==> run_1/clock_wires.png <==
Scale: 8 px per um.
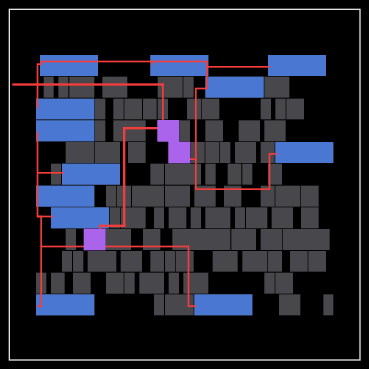
==> run_1/util_map.png <==
Scale: 8 px per um. The die is cut into 9 by 9 equal tiles; dark blue is low, red is high, 0 to 100% covered.
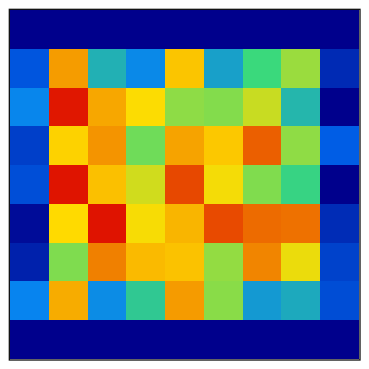
==> run_1/m3.png <==
Scale: 12 px per um. Cells faint in the background.
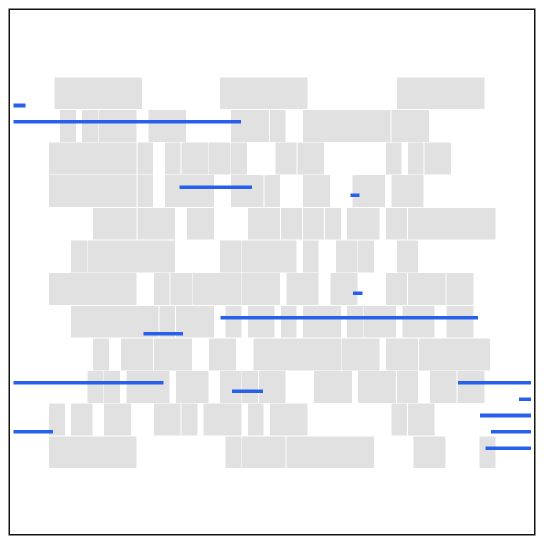
==> src/rtl/tlc_sequencer_if.sv <==
// Signal bundle between the traffic-light sequencer and its environment.
// Latency: none, wires only.
// Backpressure: none; inputs are level/pulse samples, outputs are state decodes.
//
// master : drives TICK / SIDE_CAR / PED_BTN, observes lamps and STATE
// slave  : the sequencer itself
interface tlc_sequencer_if;
    logic       TICK;        // one-MCLK timing pulse from the clock divider
    logic       SIDE_CAR;    // side-street vehicle sensor
    logic       PED_BTN;     // pedestrian push button
    logic [2:0] MAIN_LIGHT;  // {R,Y,G} main street, one-hot
    logic [2:0] SIDE_LIGHT;  // {R,Y,G} side street, one-hot
    logic       WALK;        // pedestrian walk lamp
    logic [2:0] STATE;       // current state code

    modport master (
        output TICK, SIDE_CAR, PED_BTN,
        input  MAIN_LIGHT, SIDE_LIGHT, WALK, STATE
    );

    modport slave (
        input  TICK, SIDE_CAR, PED_BTN,
        output MAIN_LIGHT, SIDE_LIGHT, WALK, STATE
    );
endinterface

==> src/rtl/tlc_sequencer.sv <==
// Main/side-street traffic-light sequencer with optional pedestrian walk phase.
// Latency: state advances on the MCLK edge carrying the final TICK; lamps decode the state register.
// Backpressure: none; requests are latched and served at the next decision point.
//
// Ports: MCLK clock; RESET_IN synchronous active-high reset (forces AR2);
//        bus (tlc_sequencer_if.slave): TICK, SIDE_CAR, PED_BTN in; MAIN_LIGHT, SIDE_LIGHT, WALK, STATE out.
// Build option: define TLC_PED_WALK_EN to compile in the pedestrian WALK phase.
module tlc_sequencer #(
    parameter int T_MG   = 6,
    parameter int T_MY   = 2,
    parameter int T_AR   = 1,
    parameter int T_SG   = 4,
    parameter int T_SY   = 2,
    parameter int T_WALK = 3
) (
    input  logic                  MCLK,
    input  logic                  RESET_IN,
    tlc_sequencer_if.slave        bus
);

    typedef enum logic [2:0] {
        S_MG     = 3'd0,
        S_MY     = 3'd1,
        S_AR1    = 3'd2,
        S_SG     = 3'd3,
        S_SY     = 3'd4,
        S_AR2    = 3'd5,
        S_WALK   = 3'd6,
        S_UNUSED = 3'd7
    } state_t;

    // Timer value on which each phase ends (duration - 1).
    localparam logic [7:0] MG_LAST   = 8'(T_MG - 1);
    localparam logic [7:0] MY_LAST   = 8'(T_MY - 1);
    localparam logic [7:0] AR_LAST   = 8'(T_AR - 1);
    localparam logic [7:0] SG_LAST   = 8'(T_SG - 1);
    localparam logic [7:0] SY_LAST   = 8'(T_SY - 1);
    localparam logic [7:0] WALK_LAST = 8'(T_WALK - 1);

    state_t     state_q, state_d;
    logic [7:0] timer_q, timer_d;
    logic [7:0] dur_last;
    logic       tick_done;
    logic       side_req, side_req_d;
    logic       ped_req;

    always_ff @(posedge MCLK) begin
        if (RESET_IN) begin
            state_q  <= S_AR2;
            timer_q  <= 8'd0;
            side_req <= 1'b0;
        end else begin
            state_q  <= state_d;
            timer_q  <= timer_d;
            side_req <= side_req_d;
        end
    end

`ifdef TLC_PED_WALK_EN
    logic ped_req_d;

    always_ff @(posedge MCLK) begin
        if (RESET_IN) begin
            ped_req <= 1'b0;
        end else begin
            ped_req <= ped_req_d;
        end
    end

    // Clear on entry to WALK takes priority over a button press on the same edge.
    always_comb begin
        ped_req_d = ped_req;
        if (state_d == S_WALK && state_q != S_WALK) begin
            ped_req_d = 1'b0;
        end else if (bus.PED_BTN) begin
            ped_req_d = 1'b1;
        end
    end
`else
    logic unused_ped_btn;
    assign unused_ped_btn = bus.PED_BTN;
    assign ped_req        = 1'b0;
`endif

    always_comb begin
        dur_last = 8'd0;
        case (state_q)
            S_MG:          dur_last = MG_LAST;
            S_MY:          dur_last = MY_LAST;
            S_AR1, S_AR2:  dur_last = AR_LAST;
            S_SG:          dur_last = SG_LAST;
            S_SY:          dur_last = SY_LAST;
            S_WALK:        dur_last = WALK_LAST;
            default:       dur_last = 8'd0;
        endcase
    end

    assign tick_done = bus.TICK && (timer_q == dur_last);

    // Next-state and lamp decode.
    always_comb begin
        state_d        = state_q;
        bus.MAIN_LIGHT = 3'b100;
        bus.SIDE_LIGHT = 3'b100;
        bus.WALK       = 1'b0;
        bus.STATE      = state_q;

        case (state_q)
            S_MG: begin
                bus.MAIN_LIGHT = 3'b001;
                if (tick_done && (side_req || ped_req)) state_d = S_MY;
            end
            S_MY: begin
                bus.MAIN_LIGHT = 3'b010;
                if (tick_done) state_d = S_AR1;
            end
            S_AR1: begin
`ifdef TLC_PED_WALK_EN
                if (tick_done) state_d = side_req ? S_SG : S_WALK;
`else
                if (tick_done) state_d = S_SG;
`endif
            end
            S_SG: begin
                bus.SIDE_LIGHT = 3'b001;
                if (tick_done) state_d = S_SY;
            end
            S_SY: begin
                bus.SIDE_LIGHT = 3'b010;
                if (tick_done) state_d = S_AR2;
            end
            S_AR2: begin
`ifdef TLC_PED_WALK_EN
                if (tick_done) state_d = ped_req ? S_WALK : S_MG;
`else
                if (tick_done) state_d = S_MG;
`endif
            end
`ifdef TLC_PED_WALK_EN
            S_WALK: begin
                bus.WALK = 1'b1;
                if (tick_done) state_d = S_MG;
            end
`endif
            // Unreachable codes recover through all-red without waiting for a tick.
            default: state_d = S_AR2;
        endcase
    end

    // Timer clears on any state change; otherwise counts ticks. In MG a final
    // tick without a request neither transitions nor counts, so it saturates.
    always_comb begin
        timer_d = timer_q;
        if (state_d != state_q) begin
            timer_d = 8'd0;
        end else if (bus.TICK && !tick_done) begin
            timer_d = timer_q + 8'd1;
        end
    end

    // Clear on entry to SG takes priority over a sensor hit on the same edge.
    always_comb begin
        side_req_d = side_req;
        if (state_d == S_SG && state_q != S_SG) begin
            side_req_d = 1'b0;
        end else if (bus.SIDE_CAR) begin
            side_req_d = 1'b1;
        end
    end

endmodule
==> src/flat_wrapper.sv <==
// flat-port wrapper written by rule: the top's interface ports become plain ports
module tlc_sequencer_flat 
#(
    parameter int T_MG   = 6,
    parameter int T_MY   = 2,
    parameter int T_AR   = 1,
    parameter int T_SG   = 4,
    parameter int T_SY   = 2,
    parameter int T_WALK = 3
)
  (MCLK, RESET_IN, bus_TICK, bus_SIDE_CAR, bus_PED_BTN, bus_MAIN_LIGHT, bus_SIDE_LIGHT, bus_WALK, bus_STATE);
  tlc_sequencer_if bus_i ();
  input  logic MCLK;
  input  logic RESET_IN;
  input wire logic [$bits(bus_i.TICK)-1:0] bus_TICK;
  input wire logic [$bits(bus_i.SIDE_CAR)-1:0] bus_SIDE_CAR;
  input wire logic [$bits(bus_i.PED_BTN)-1:0] bus_PED_BTN;
  output wire logic [$bits(bus_i.MAIN_LIGHT)-1:0] bus_MAIN_LIGHT;
  output wire logic [$bits(bus_i.SIDE_LIGHT)-1:0] bus_SIDE_LIGHT;
  output wire logic [$bits(bus_i.WALK)-1:0] bus_WALK;
  output wire logic [$bits(bus_i.STATE)-1:0] bus_STATE;
  assign bus_i.TICK = bus_TICK;
  assign bus_i.SIDE_CAR = bus_SIDE_CAR;
  assign bus_i.PED_BTN = bus_PED_BTN;
  assign bus_MAIN_LIGHT = bus_i.MAIN_LIGHT;
  assign bus_SIDE_LIGHT = bus_i.SIDE_LIGHT;
  assign bus_WALK = bus_i.WALK;
  assign bus_STATE = bus_i.STATE;
  tlc_sequencer #(.T_MG(T_MG), .T_MY(T_MY), .T_AR(T_AR), .T_SG(T_SG), .T_SY(T_SY), .T_WALK(T_WALK)) u_core (.MCLK(MCLK), .RESET_IN(RESET_IN), .bus(bus_i));
endmodule
==> config.mk <==
export PLATFORM = sky130hd
export DESIGN_NAME = tlc_sequencer_flat
export DESIGN_NICKNAME = d
export VERILOG_FILES = /design/src/rtl/tlc_sequencer_if.sv /design/src/rtl/tlc_sequencer.sv /design/src/flat_wrapper.sv
export SDC_FILE = /design/constraint.sdc
export NUM_CORES = 1
export LEC_CHECK = 0
export CORE_MARGIN = 3
export CORE_UTILIZATION = 60
export DETAILED_ROUTE_END_ITERATION = 7
export DONT_BUFFER_PORTS = 1
export PLACE_DENSITY = 0.76
export SLEW_MARGIN = 30
export SYNTH_ARGS = -nofsm -noshare
export SYNTH_HDL_FRONTEND = slang
export SYNTH_SLANG_ARGS = --single-unit
==> constraint.sdc <==
create_clock -name MCLK -period 4.7 [get_ports MCLK]
set_input_delay 0.94 -clock MCLK [delete_from_list [all_inputs] [get_ports MCLK]]
set_output_delay 0.94 -clock MCLK [all_outputs]
set_load 0.02 [all_outputs]
==> qor.log, run 1 <==
qor: placed_design.post_dp_cell_area 832 um2
qor: cells_and_area.layout.clock.cell_area_share 2.64%
qor: route.drt-wirelength-per-cell 14.2 um
qor: grt.grt_first_pass_wirelength 2.86 mm
qor: placed_design.finalWeightedCongestion 0.808
qor: synthesis.synth-area-yosys 851 um2
qor: clocking.cts_num_sinks 12
qor: setup_path.path_cells nor3b_1, nor2_1
qor: synthesis.register_area_share_after_synthesis 28.2%
qor: final_timing.worst_slack 1.81 ns
qor: clocking.cts_made_buffers 3
qor: pwr.sw_frac_of_total 47.3%
qor: cells_and_area.area_delta_synth_final 0.441%
qor: pwr.ir_worst_vdd 0.388 mV
qor: setup_path.critPathBufInv 0
qor: clocking.post_cts.resized_instances 0
qor: route.remaining_drc_errors 0
qor: clocking.cts-htree-levels 1
qor: synthesis.post_synth_instance_area 851 um2
qor: synthesis.synth.mux.area_fraction 2.35%
qor: pwr.total_power 457 uW
qor: floorplan.dieWidth 43.7 um
qor: final_timing.final.min_clock_period 2.89 ns
qor: route.drtIter0Drc 22
qor: clocking.cts_setup_buffers 0
qor: cells_and_area.multiInputGateArea 559 um2
qor: grt.globalRoute.totalOverflow 0
qor: final_timing.sum_of_negative_setup_slack 0 ns
qor: final_timing.final_hold_slack 0.519 ns
qor: floorplan.tap_cells 14
qor: final_timing.setup_repair_after_global_routing_missed_its_margin false
qor: pwr.leakage_component_of_the_power 0.000332 uW
qor: placed_design.port-buffer-count 0
qor: floorplan.placement_rows 12
qor: setup_path.worst_ep_arrival_time 1.95 ns
qor: floorplan.die_y 43.7 um
qor: grt.first_global_vias 643
qor: run_status.run_status complete, no violations
qor: worst_hold_path.worstHoldPathType flop to flop
qor: pwr.combPwrFrac 47.6%
qor: setup_path.crit_path_max_fanout 13
qor: synthesis.postSynth.asyncResetShare 0%
qor: cells_and_area.final_nets 113
qor: pwr.pwr.group.combinational 218 uW
qor: floorplan.floorplan.io_pins 15
qor: cells_and_area.layout.comb_gates.multi_input 86
qor: pwr.p_int 241 uW
qor: final_timing.clock_skew 0.00477 ns
qor: cells_and_area.largest_cell_class multi-input combinational cells
qor: setup_path.worst_path_max_delay_cell dfxtp_1
qor: placed_design.placement_setup_slack 2.10 ns
qor: synthesis.yosys.area_share.aoi 16.3%
qor: floorplan.total_die_area 0.00191 mm2
qor: route.drt_pass1_iterations 4
qor: setup_path.worst_path_largest_cell_delay 0.71 ns
qor: final_timing.period_used_share 61.5%
qor: synthesis.number_of_distinct_standard_cells_referenced_by_the_synthesized_netlist 40
qor: cells_and_area.final_antenna_diode_count 0
qor: setup_path.worstSetupEndpointType output pin
qor: pwr.seqPwrFrac 38.3%
qor: clocking.clock_path_buffers 2
qor: cells_and_area.inverters_excl_clock 4
qor: cells_and_area.final-nonclk-buf-share 0%
qor: synthesis.floorplan.nets 115
qor: setup_path.critPathLaunchType flop
qor: setup_path.setup.worst_path.class flop to output pin
qor: grt.global_route.usage.total 19.4%
qor: setup_path.crit_family simple AND/OR/NAND/NOR gates
qor: clocking.holdBufCountCts 0
qor: synthesis.xor_area_share 8.24%
qor: cells_and_area.area.share.combinational 65.4%
qor: synthesis.synth.cellmix.simpleShare 36.9%
-- clock_wires.png (at the start) --
Key: flip-flops = blue [count 12]; clock-net drivers = purple [count 3]; clock wires = red [length 175 um]
Position of the flops: widely spread. There are 4 routed clock nets.
clock network fraction of total power: 14.0%
clock latency at the later pin of the worst-skew pair: 0.27 ns
power consumed by the clock network: 64.2 uW

-- util_map.png (at the start) --
The densest ninth of the die: centre. The mean over all tiles is 44%. 30% of the tiles are over 75% full.
share of the core filled with cells: 70.3%
core utilization at floorplan: 70.0%
standard cell core area: 0.00122 mm2

-- m3.png (at the start) --
The layer carries 84.0 um of wire. The wires run mostly horizontal. The layer holds 5.0% of the routed length. 13 nets have wire on it.
detailed-route via count: 743
met3 capacity usage during global routing: 4.15%
post-detailed-routing wire length: 1.69 mm

-- run 1: cell usage after synthesis (2+ instances only) --
cell      instances  area share [%]
a211o_1           2             2.1
a21o_1            2             1.8
a21oi_1           5             2.9
a22oi_1           2             1.8
a31oi_1           2             1.5
and2_1            3             2.2
and4_1            2             2.1
buf_2             2             1.2
buf_4             2             1.8
clkbuf_1          3             1.3
dfxtp_1          12              28
inv_1             3             1.3
mux2i_1           2             2.4
nand2_1           7             3.1
nand3_1           6             3.5
nand4_1           2             1.5
nor2_1           17             7.5
nor2b_1           3             2.2
nor3b_1           3             2.6
nor4_1            2             1.5
o211ai_1          2             1.8
xnor2_1           3             3.1
xor2_1            5             5.1
-- run 1: placed cells by master, fill, tap and decap left out, types with 3 or more instances in the layout --
master and instances:
inv_1 3, and2_1 3, nand3_1 6, nor2b_1 3
nor3b_1 3, nand2_1 7, nor2_1 17, clkbuf_4 3
a21oi_1 5, xnor2_1 3, xor2_1 5, dfxtp_1 12
-- run 1: final timing paths --
kind,startpoint,endpoint,slack [ns],cells after the start
max,u_core.bus.STATE[2],bus_SIDE_LIGHT[2],1.81,2
min,u_core.side_req,u_core.side_req,0.52,2
max reg2reg,u_core.bus.STATE[2],u_core.timer_q[2],2.57,5
min reg2reg,u_core.side_req,u_core.side_req,0.52,2
-- run 1: registers in the layout, indices dropped and copies added, names as in the netlist --
signal / cells
u_core.bus.STATE: 3
u_core.side_req: 1
u_core.timer_q: 8
-- run 1: per-layer routing --
metal	vias up	global-route usage [%]	wire, um
met5	-	0	0
met2	18	27.9	784
li1	378	-	-
met3	4	4.15	84
met4	0	4.82	20
met1	343	29.0	804
==> run_1/port_trees.png <==
Scale: 6 px per um.
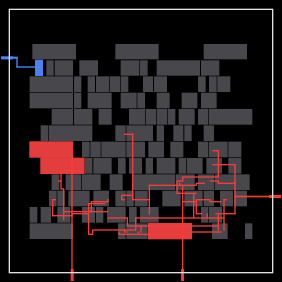

==> run 1 -> run 2 <==
CORE_UTILIZATION = 54   (was 60)
PLACE_DENSITY = 0.72   (was 0.76)
clock period = 2.62 ns   (was 4.7 ns; I/O delays follow)
==> run_2/port_trees.png <==
Scale: 6 px per um.
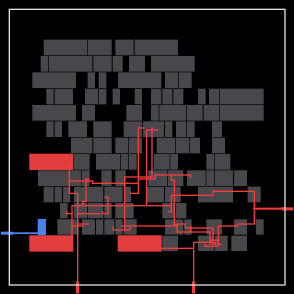
Key: bus_STATE = red [direction output, edge 2 south, 1 east, end cells 3, buffers 0, wire 234 um]; bus_WALK = blue [direction output, edge west, end cells 1, buffers 0, wire 5.50 um]
tally of buffers added on design ports: 0
count of pins on the block boundary: 15

==> run_2/m3.png <==
Scale: 10 px per um. Cells faint in the background.
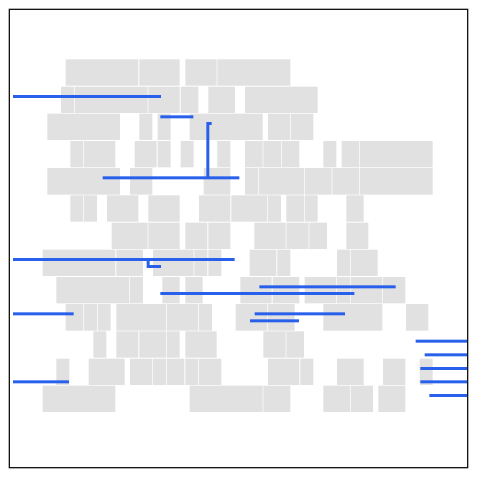
The wires run mostly horizontal. The layer carries 138 um of wire. The longest straight run is 21.8 um.

==> run 2 against run 1 <==
Net effect: utilization fell by 6.3 points; sequential share of layout area shrank 0.95 points; worst setup slack worse by 1.5 ns; wire length is 1.2% lower; worst hold slack worse by 0.20 ns; power is 89% higher; combinational power is 84% higher; largest cell class unchanged; via count up 0.27%; synthesized cell count unchanged; clock-buffer cell count up 1; clock skew fell by 0.0043 ns.
==> qor.log, run 2 <==
qor: placed_design.detailed_place_hpwl 1.23 mm [was 1.22 mm]
qor: synthesis.synth_cells 109 [unchanged]
qor: setup_path.cp.required 2.10 ns [was 3.76 ns]
qor: final_timing.clock_skew 0.000433 ns [was 0.00477 ns]
qor: cells_and_area.final_layout_size_suffix_gt1_share 13.0% [was 10.5%]
qor: clocking.cts_made_buffers 3 [unchanged]
qor: synthesis.postSynth.asyncResetShare 0% [unchanged]
qor: final_timing.period_used_share 87.1%
qor: synthesis.synth.top_cell.area_share 28.2% [unchanged]
qor: setup_path.r2r_cells 5 [unchanged]
qor: floorplan.placeableCoreArea 0.00138 mm2 [was 0.00122 mm2]
qor: clocking.cts_setup_buffers 0 [unchanged]
qor: pwr.ir_worst_vdd 0.711 mV [was 0.388 mV]
qor: clocking.holdBufCountCts 0 [unchanged]
qor: synthesis.synthFlopType dfxtp_1 [unchanged]
qor: clocking.clk_pin_slew_worst_paths 0.07 ns [about the same]
qor: synthesis.number_of_distinct_standard_cells_referenced_by_the_synthesized_netlist 40 [unchanged]
qor: job.max-cap-violations 0 [unchanged]
qor: synthesis.post-synth-top-area-cell dfxtp_1 [unchanged]
qor: synthesis.register_area_share_after_synthesis 28.2% [unchanged]
qor: setup_path.worst_path_largest_cell_delay 0.72 ns [was 0.71 ns]
qor: clocking.clk-insertion-delay-late 0.27 ns [about the same]
qor: setup_path.critPathBufInv 0 [unchanged]
qor: route.final_antenna_net_count 0 [unchanged]
qor: synthesis.synth_stat.cells 109 [unchanged]
qor: worst_hold_path.worstHoldPathType input pin to flop [was flop to flop]
qor: clocking.tritoncts built [unchanged]
qor: placed_design.post-place-cells 119 [was 116]
qor: route.drt-wirelength-per-cell 13.6 um [was 14.2 um]
qor: synthesis.flip_flop_and_latch_count_after_synthesis 12 [unchanged]
qor: final_timing.setup_viol 0 [unchanged]
qor: setup_path.critical_path_cell_count 3 [was 2]
qor: grt.grt_first_pass_wirelength 2.95 mm [was 2.86 mm]
qor: setup_path.critPathLaunchType flop [unchanged]
qor: final_timing.sum_of_negative_setup_slack 0 ns [unchanged]
qor: final_timing.hold_viol 0 [unchanged]
qor: synthesis.yosys_warning_total 0 [unchanged]
qor: clocking.clockRootBuffer clkbuf_4 [unchanged]
qor: route.drt_pass1_iterations 4 [unchanged]
qor: floorplan.total_die_area 0.00209 mm2 [was 0.00191 mm2]
qor: cells_and_area.final_nets 115 [was 113]
qor: setup_path.worst-r2r-setup-slack 0.66 ns [was 2.57 ns]
qor: route.drtIter0Drc 9 [was 22]
qor: synthesis.post_synth_instance_area 851 um2 [unchanged]
qor: pwr.leakage_component_of_the_power 0.000350 uW [was 0.000332 uW]
qor: grt.global_route.usage.total 19.6% [was 19.4%]
qor: grt.grt_start_max_net_pins 16 [unchanged]
qor: setup_path.worst_ep_arrival_time 1.76 ns [was 1.95 ns]
qor: clocking.cts_num_sinks 12 [unchanged]
qor: cells_and_area.final-instance-count-excl-fill 123 [was 119]
qor: cells_and_area.final_antenna_diode_count 0 [unchanged]
qor: final_timing.maxSlewViolCount 0 [unchanged]
qor: floorplan.die_y 45.7 um [was 43.7 um]
qor: synthesis.netlist_top_cells_count 17 x nor2_1, 12 x dfxtp_1, 7 x nand2_1 [unchanged]
qor: synthesis.synth.top_cells.by_area dfxtp_1 28%, nor2_1 7.5%, xor2_1 5.1% [unchanged]
qor: floorplan.dieWidth 45.7 um [was 43.7 um]
qor: job.openroad.warnings 27 [was 28]
qor: clocking.clock_path_buffers 2 [unchanged]
qor: synthesis.edf_count 0 [unchanged]
qor: setup_path.crit-reg2reg-launch u_core.bus.STATE[1] [was u_core.bus.STATE[2]]
qor: route.vias_per_cell 6.06 [was 6.24]
qor: route.vias 745 [was 743]
qor: setup_path.worstSetupEndpoint bus_SIDE_LIGHT[2] [unchanged]
qor: clocking.post_cts.resized_instances 0 [unchanged]
qor: worst_hold_path.min_delay_path_depth 1 [was 2]
qor: cells_and_area.area_delta_synth_final 3.97% [was 0.441%]
qor: clocking.cts-htree-levels 1 [unchanged]
qor: setup_path.worst_path_max_delay_cell dfxtp_1 [unchanged]
qor: setup_path.worstSetupStartpoint u_core.bus.STATE[2] [unchanged]
qor: setup_path.crit_path_max_fanout 13 [unchanged]
qor: cells_and_area.largest_register_ff_count 8 [unchanged]
qor: final_timing.fmax 438 MHz
qor: setup_path.setup.worst_path.class flop to output pin [unchanged]
qor: floorplan.fp_util 61.5% [was 70.0%]
qor: final_timing.timing_worst_slew_pin_value 0.639 ns [was 0.753 ns]
qor: setup_path.path_cells nor2b_1, and2_1, nor2_1 [was nor3b_1, nor2_1]
qor: pwr.power_density 976 mW/mm2 [was 535 mW/mm2]
qor: setup_path.r2r-end u_core.timer_q[2] [unchanged]
qor: worst_hold_path.timing.hold.worst_endpoint u_core.side_req [unchanged]
qor: grt.globalRoute.totalOverflow 0 [unchanged]
qor: floorplan.placement_rows 13 [was 12]
qor: cells_and_area.largest_register u_core.timer_q [unchanged]
qor: synthesis.synth-area-yosys 851 um2 [unchanged]
qor: route.detail_route.wirelength 1.67 mm [was 1.69 mm]
qor: route.remaining_drc_errors 0 [unchanged]
qor: final_timing.setup_repair_after_global_routing_missed_its_margin false [unchanged]
qor: run_status.run_status complete, no violations [unchanged]
qor: synthesis.syn_area_per_cell 7.81 um2 [unchanged]
qor: placed_design.finalWeightedCongestion 0.775 [was 0.808]
qor: grt.first_global_vias 680 [was 643]
qor: setup_path.worstSetupEndpointType output pin [unchanged]
qor: cells_and_area.lay_top_count nor2_1 [unchanged]
qor: cells_and_area.lay_top_cells 17 x nor2_1, 12 x dfxtp_1, 7 x nand2_1 [unchanged]
qor: final_timing.final.min_clock_period 2.28 ns
qor: worst_hold_path.hold_path_startpoint RESET_IN [was u_core.side_req]
qor: synthesis.netlist.top_cell.by_instances nor2_1 [unchanged]
qor: final_timing.worst_slew_margin_rel 57.3% [was 49.7%]
qor: synthesis.floorplan.nets 115 [unchanged]
qor: grt.initial_antenna_violation_count 0 [unchanged]
qor: setup_path.crit_family simple AND/OR/NAND/NOR gates [unchanged]
## run 2: cell types whose count changed in the layout (fill, tap and decap cells not counted), sizes merged
| cell | delta |
|---|---|
| buf | +2 |
| clkbuf | +1 |
## run 2: cell families after synthesis
| group | count (synthesis) | synth area share [%] |
|---|---|---|
| AOI/OAI and AO/OA | 19 | 16.3 |
| other | 1 | 0.441 |
| xor gates and xnor gates | 8 | 8.24 |
| muxes | 2 | 2.35 |
| buffers and inverters | 11 | 6.03 |
| adders and majority gates | 1 | 1.47 |
| DFF | 12 | 28.2 |
| and+or+nand+nor | 55 | 36.9 |
## run 2: cell type report
type / instances / area (um2)
inverters: 4 / 15.0
clock buffers: 4 / 36.3
well taps: 15 / 18.8
repair buffers: 2 / 15.0
flip-flops and latches: 12 / 240
multi-input cells: 86 / 559
fillers: 119 / 498
## run 2: worst reg2reg max path, delay by kind of cell, from the launching register on
kind | cells | cell delay [ns]
AND-OR/OR-AND | 3 | 0.70
flip-flops | 1 | 0.73
AND/OR/NAND/NOR | 2 | 0.42
## run 2: layer usage
layer	GRT usage, %	routed length (um)
met1	26.7	758
met2	28.1	758
met3	5.53	137
met4	9.09	17
met5	0	0
## run 2: power breakdown
part,leakage (uW),internal [uW],total [uW],switching (uW)
Clock,0.0000210,84.5,147,62.1
Combinational,0.000232,180,401,221
Sequential,0.0000977,211,316,105
## run 2: stage by stage
stage          hold WS (ns)  cell area, um2  total power [uW]  worst slack [ns]  utilization (%)
4_1_cts               0.310             885               869             0.325             64.0
3_5_place_dp          0.508             848               723             0.630             61.4
5_1_grt               0.300             885               944             0.220             64.0
2_1_floorplan         0.480             851               663             0.563                -
3_3_place_gp          0.501             848               712             0.656             61.4
6_report              0.318             885               864             0.337             64.0
==> run_2/clock_wires.png <==
Scale: 8 px per um.
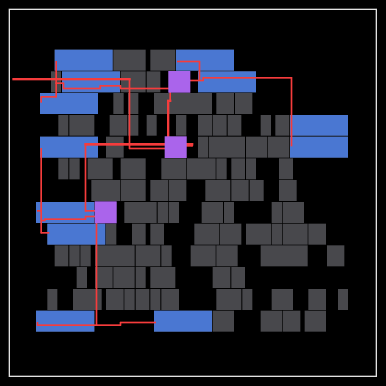

==> run 2 -> run 3 <==
GPL_TIMING_DRIVEN = 0   (was unset)
==> run_3/clock_wires.png <==
Scale: 8 px per um.
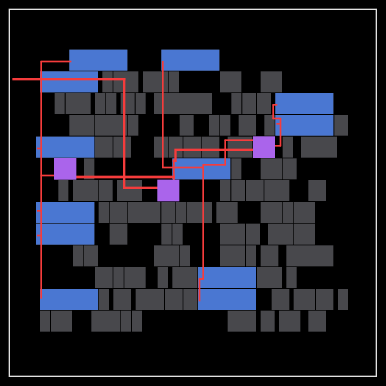
Key: clock wires = red [length 157 um]; flip-flops = blue [count 12]; clock-net drivers = purple [count 3]
There are 4 routed clock nets. Position of the flops: widely spread.
clock network fraction of total power: 12.8%
power consumed by the clock network: 108 uW
clock skew: 0.00894 ns

==> run 3 against run 2 <==
Net effect: via count up 0.13%; clock power down 27%; worst hold slack better by 0.020 ns; design area up 0.85%; utilization up 0.54 points; worst setup slack worse by 0.18 ns; critical path type unchanged; critical endpoint unchanged; highest routed layer unchanged.
==> qor.log, run 3 <==
qor: final_timing.sum_of_negative_setup_slack 0 ns [unchanged]
qor: clocking.clk-insertion-delay-late 0.27 ns [about the same]
qor: synthesis.post-synth-top-area-cell dfxtp_1 [unchanged]
qor: setup_path.crit-reg2reg-launch u_core.bus.STATE[2] [was u_core.bus.STATE[1]]
qor: grt.initial_antenna_violation_count 0 [unchanged]
qor: pwr.ir_worst_vdd 0.547 mV [was 0.711 mV]
qor: cells_and_area.layout.core_utilization 64.5% [was 64.0%]
qor: setup_path.worst_path_largest_cell_delay 0.65 ns [was 0.72 ns]
qor: cells_and_area.finish.instance_area 892 um2 [was 885 um2]
qor: floorplan.die_y 45.7 um [unchanged]
qor: setup_path.worst_path_max_delay_cell nor3b_1 [was dfxtp_1]
qor: setup_path.worst_ep_arrival_time 1.94 ns [was 1.76 ns]
qor: worst_hold_path.worstHoldPathType input pin to flop [unchanged]
qor: synthesis.netlist.top_cell.by_instances nor2_1 [unchanged]
qor: cells_and_area.lay_top_cells 17 x nor2_1, 12 x dfxtp_1, 7 x nand2_1 [unchanged]
qor: clocking.clockRootBuffer clkbuf_4 [unchanged]
qor: placed_design.detailed_place_hpwl 1.23 mm [about the same]
qor: cells_and_area.multiInputGateArea 559 um2 [unchanged]
qor: final_timing.hold_viol 0 [unchanged]
qor: setup_path.critPathLaunchType flop [unchanged]
qor: synthesis.synthFlopType dfxtp_1 [unchanged]
qor: floorplan.placeableCoreArea 0.00138 mm2 [unchanged]
qor: setup_path.r2r_cells 5 [unchanged]
qor: final_timing.timing_worst_slew_pin_value 0.768 ns [was 0.639 ns]
qor: route.vias_per_cell 5.87 [was 6.06]
qor: setup_path.crit_family simple AND/OR/NAND/NOR gates [unchanged]
qor: clocking.cts_setup_buffers 0 [unchanged]
qor: placed_design.post_dp_cell_area 870 um2 [was 848 um2]
qor: floorplan.total_die_area 0.00209 mm2 [unchanged]
qor: final_timing.final.min_clock_period 2.46 ns [was 2.28 ns]
qor: final_timing.setup_viol 0 [unchanged]
qor: cells_and_area.final_nets 120 [was 115]
qor: placed_design.port-buffer-count 0 [unchanged]
qor: pwr.sw_frac_of_total 46.4% [was 45.0%]
qor: synthesis.yosys_warning_total 0 [unchanged]
qor: cells_and_area.largest_register u_core.timer_q [unchanged]
qor: clocking.cts_made_buffers 3 [unchanged]
qor: synthesis.synth.top_cell.area_share 28.2% [unchanged]
qor: cells_and_area.area_delta_synth_final 4.85% [was 3.97%]
qor: cells_and_area.nFillCells 121 [was 119]
qor: synthesis.flip_flop_and_latch_count_after_synthesis 12 [unchanged]
qor: clocking.cts_num_sinks 12 [unchanged]
qor: job.openroad.warnings 27 [unchanged]
qor: setup_path.path_cells buf_4, nor3b_1, nor2_1 [was nor2b_1, and2_1, nor2_1]
qor: setup_path.critical_path_cell_count 3 [unchanged]
qor: route.final_antenna_net_count 0 [unchanged]
qor: clocking.post_cts.resized_instances 0 [unchanged]
qor: grt.first_global_vias 656 [was 680]
qor: floorplan.floorplan.io_pins 15 [unchanged]
qor: cells_and_area.final_antenna_diode_count 0 [unchanged]
qor: worst_hold_path.min_delay_path_depth 1 [unchanged]
qor: synthesis.synth.top_cells.by_area dfxtp_1 28%, nor2_1 7.5%, xor2_1 5.1% [unchanged]
qor: cells_and_area.lay_top_count nor2_1 [unchanged]
qor: pwr.leakage_component_of_the_power 0.000354 uW [was 0.000350 uW]
qor: final_timing.worst_slack 0.159 ns [was 0.337 ns]
qor: cells_and_area.sequential_standard_cell_area 240 um2 [unchanged]
qor: setup_path.r2r-end u_core.timer_q[2] [unchanged]
qor: setup_path.cp.required 2.10 ns [about the same]
qor: route.drt_pass1_iterations 5 [was 4]
qor: synthesis.syn_area_per_cell 7.81 um2 [unchanged]
qor: synthesis.floorplan.nets 115 [unchanged]
qor: synthesis.synth_stat.cells 109 [unchanged]
qor: pwr.p_sw 392 uW [was 389 uW]
qor: pwr.combPwrFrac 55.8% [was 46.5%]
qor: setup_path.setup.worst_path.class flop to output pin [unchanged]
qor: synthesis.postSynth.asyncResetShare 0% [unchanged]
qor: synthesis.number_of_distinct_standard_cells_referenced_by_the_synthesized_netlist 40 [unchanged]
qor: cells_and_area.final_layout_size_suffix_gt1_share 13.4% [was 13.0%]
qor: final_timing.maxSlewViolCount 0 [unchanged]
qor: setup_path.worstSetupEndpoint bus_SIDE_LIGHT[2] [unchanged]
qor: route.drtIter0Drc 21 [was 9]
qor: floorplan.fp_util 61.5% [unchanged]
qor: job.max-cap-violations 0 [unchanged]
qor: pwr.power_density 945 mW/mm2 [was 976 mW/mm2]
qor: synthesis.edf_count 0 [unchanged]
qor: synthesis.synth-area-yosys 851 um2 [unchanged]
qor: synthesis.register_area_share_after_synthesis 28.2% [unchanged]
qor: floorplan.dieWidth 45.7 um [unchanged]
qor: run_status.run_status complete, no violations [unchanged]
qor: synthesis.netlist_top_cells_count 17 x nor2_1, 12 x dfxtp_1, 7 x nand2_1 [unchanged]
qor: setup_path.crit_path_max_fanout 10 [was 13]
qor: cells_and_area.largest_register_ff_count 8 [unchanged]
qor: final_timing.period_used_share 93.9% [was 87.1%]
qor: worst_hold_path.hold_path_startpoint RESET_IN [unchanged]
qor: grt.grt_start_max_net_pins 11 [was 16]
qor: grt.grt_first_pass_wirelength 3.08 mm [was 2.95 mm]
qor: setup_path.critPathBufInv 1 [was 0]
qor: pwr.seqPwrFrac 31.4% [was 36.6%]
qor: setup_path.worstSetupStartpoint u_core.bus.STATE[2] [unchanged]
qor: clocking.holdBufCountCts 0 [unchanged]
qor: clocking.tritoncts built [unchanged]
qor: synthesis.synth_cells 109 [unchanged]
qor: route.drt-wirelength-per-cell 13.2 um [was 13.6 um]
qor: final_timing.fmax 406 MHz [was 438 MHz]
qor: setup_path.worst-r2r-setup-slack 0.59 ns [was 0.66 ns]
qor: grt.globalRoute.totalOverflow 0 [unchanged]
qor: final_timing.worst_slew_margin_rel 48.7% [was 57.3%]
qor: worst_hold_path.timing.hold.worst_endpoint u_core.side_req [unchanged]
qor: setup_path.worstSetupEndpointType output pin [unchanged]
qor: route.remaining_drc_errors 0 [unchanged]
qor: clocking.clock_path_buffers 2 [unchanged]
qor: floorplan.placement_rows 13 [unchanged]
qor: placed_design.finalWeightedCongestion 0.849 [was 0.775]
qor: clocking.clk_pin_slew_worst_paths 0.06 ns [was 0.07 ns]
qor: pwr.p_int 451 uW [was 475 uW]
qor: synthesis.post_synth_instance_area 851 um2 [unchanged]
qor: placed_design.placement_setup_slack 0.444 ns [was 0.630 ns]
qor: grt.global_route.usage.total 20.5% [was 19.6%]
qor: final_timing.setup_repair_after_global_routing_missed_its_margin false [unchanged]
qor: clocking.cts-htree-levels 1 [unchanged]
==> run_3/m3.png <==
Scale: 10 px per um. Cells faint in the background.
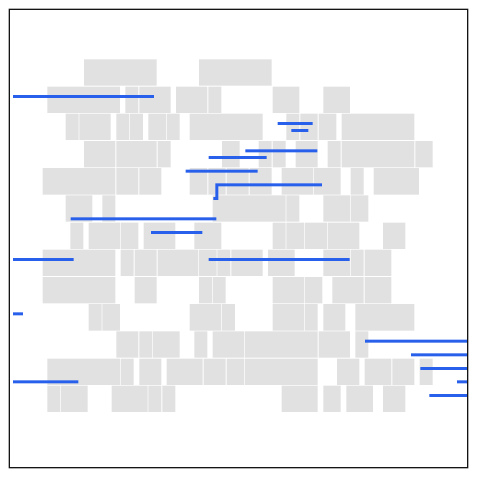
The wires run mostly horizontal. The layer carries 119 um of wire. 16 nets have wire on it. The longest straight run is 14.3 um. The layer holds 7.1% of the routed length.
detailed-route via count: 746
post-detailed-routing wire length: 1.67 mm
met3 capacity usage during global routing: 7.11%

## run 3: worst reg2reg max path: stages, from the launching register on
cell     delay (ns)
dfxtp_1        0.41
nor3_2         0.61
and4_1         0.39
nor2_1         0.08
a21oi_2        0.32
nor4_1         0.11
## run 3: cell families (layout without fill, tap and decap cells)
logic type | after synthesis | count (layout) | synth area share [%]
adders and majority gates | 1 | 1 | 1.47
other | 1 | 1 | 0.441
and+or+nand+nor | 55 | 55 | 36.9
AOI/OAI and AO/OA | 19 | 19 | 16.3
buffers and inverters | 11 | 14 | 6.03
xor gates and xnor gates | 8 | 8 | 8.24
muxes | 2 | 2 | 2.35
DFF | 12 | 12 | 28.2
## run 3: per-stage QoR
step,total power [uW],std cells,hold slack [ns]
detailed placement,735,124,0.507
floorplan,663,109,0.480
global placement,730,124,0.501
CTS,851,127,0.325
finish,843,127,0.338
global route,925,127,0.314
## run 3: area by class of cell
cell class / instances / share of cell area [%]
plain buffers: 7 / 4.07
multi-input cells: 86 / 62.7
flip-flops and latches: 12 / 26.9
well taps: 15 / 2.10
clock buffers: 3 / 2.52
inverters: 4 / 1.68
## run 3: power groups by stage
stage                     clock network [uW]  registers, uW  logic, uW
after CTS                                114            265        472
final                                    108            264        470
after detailed placement                   0            270        466
after global placement                     0            270        461
after floorplan                            0            261        402
after global routing                     122            270        533
## run 3: routing by layer
layer | up-vias | GRT usage (%) | part of all wire (%)
met1 | 329 | 30.7 | 50
li1 | 389 | - | -
met4 | 0 | 5.11 | 0.78
met5 | - | 0 | 0
met2 | 26 | 27.6 | 42
met3 | 2 | 7.11 | 7.1
Power figures rest on the tool's default switching activity, not on a simulated workload.
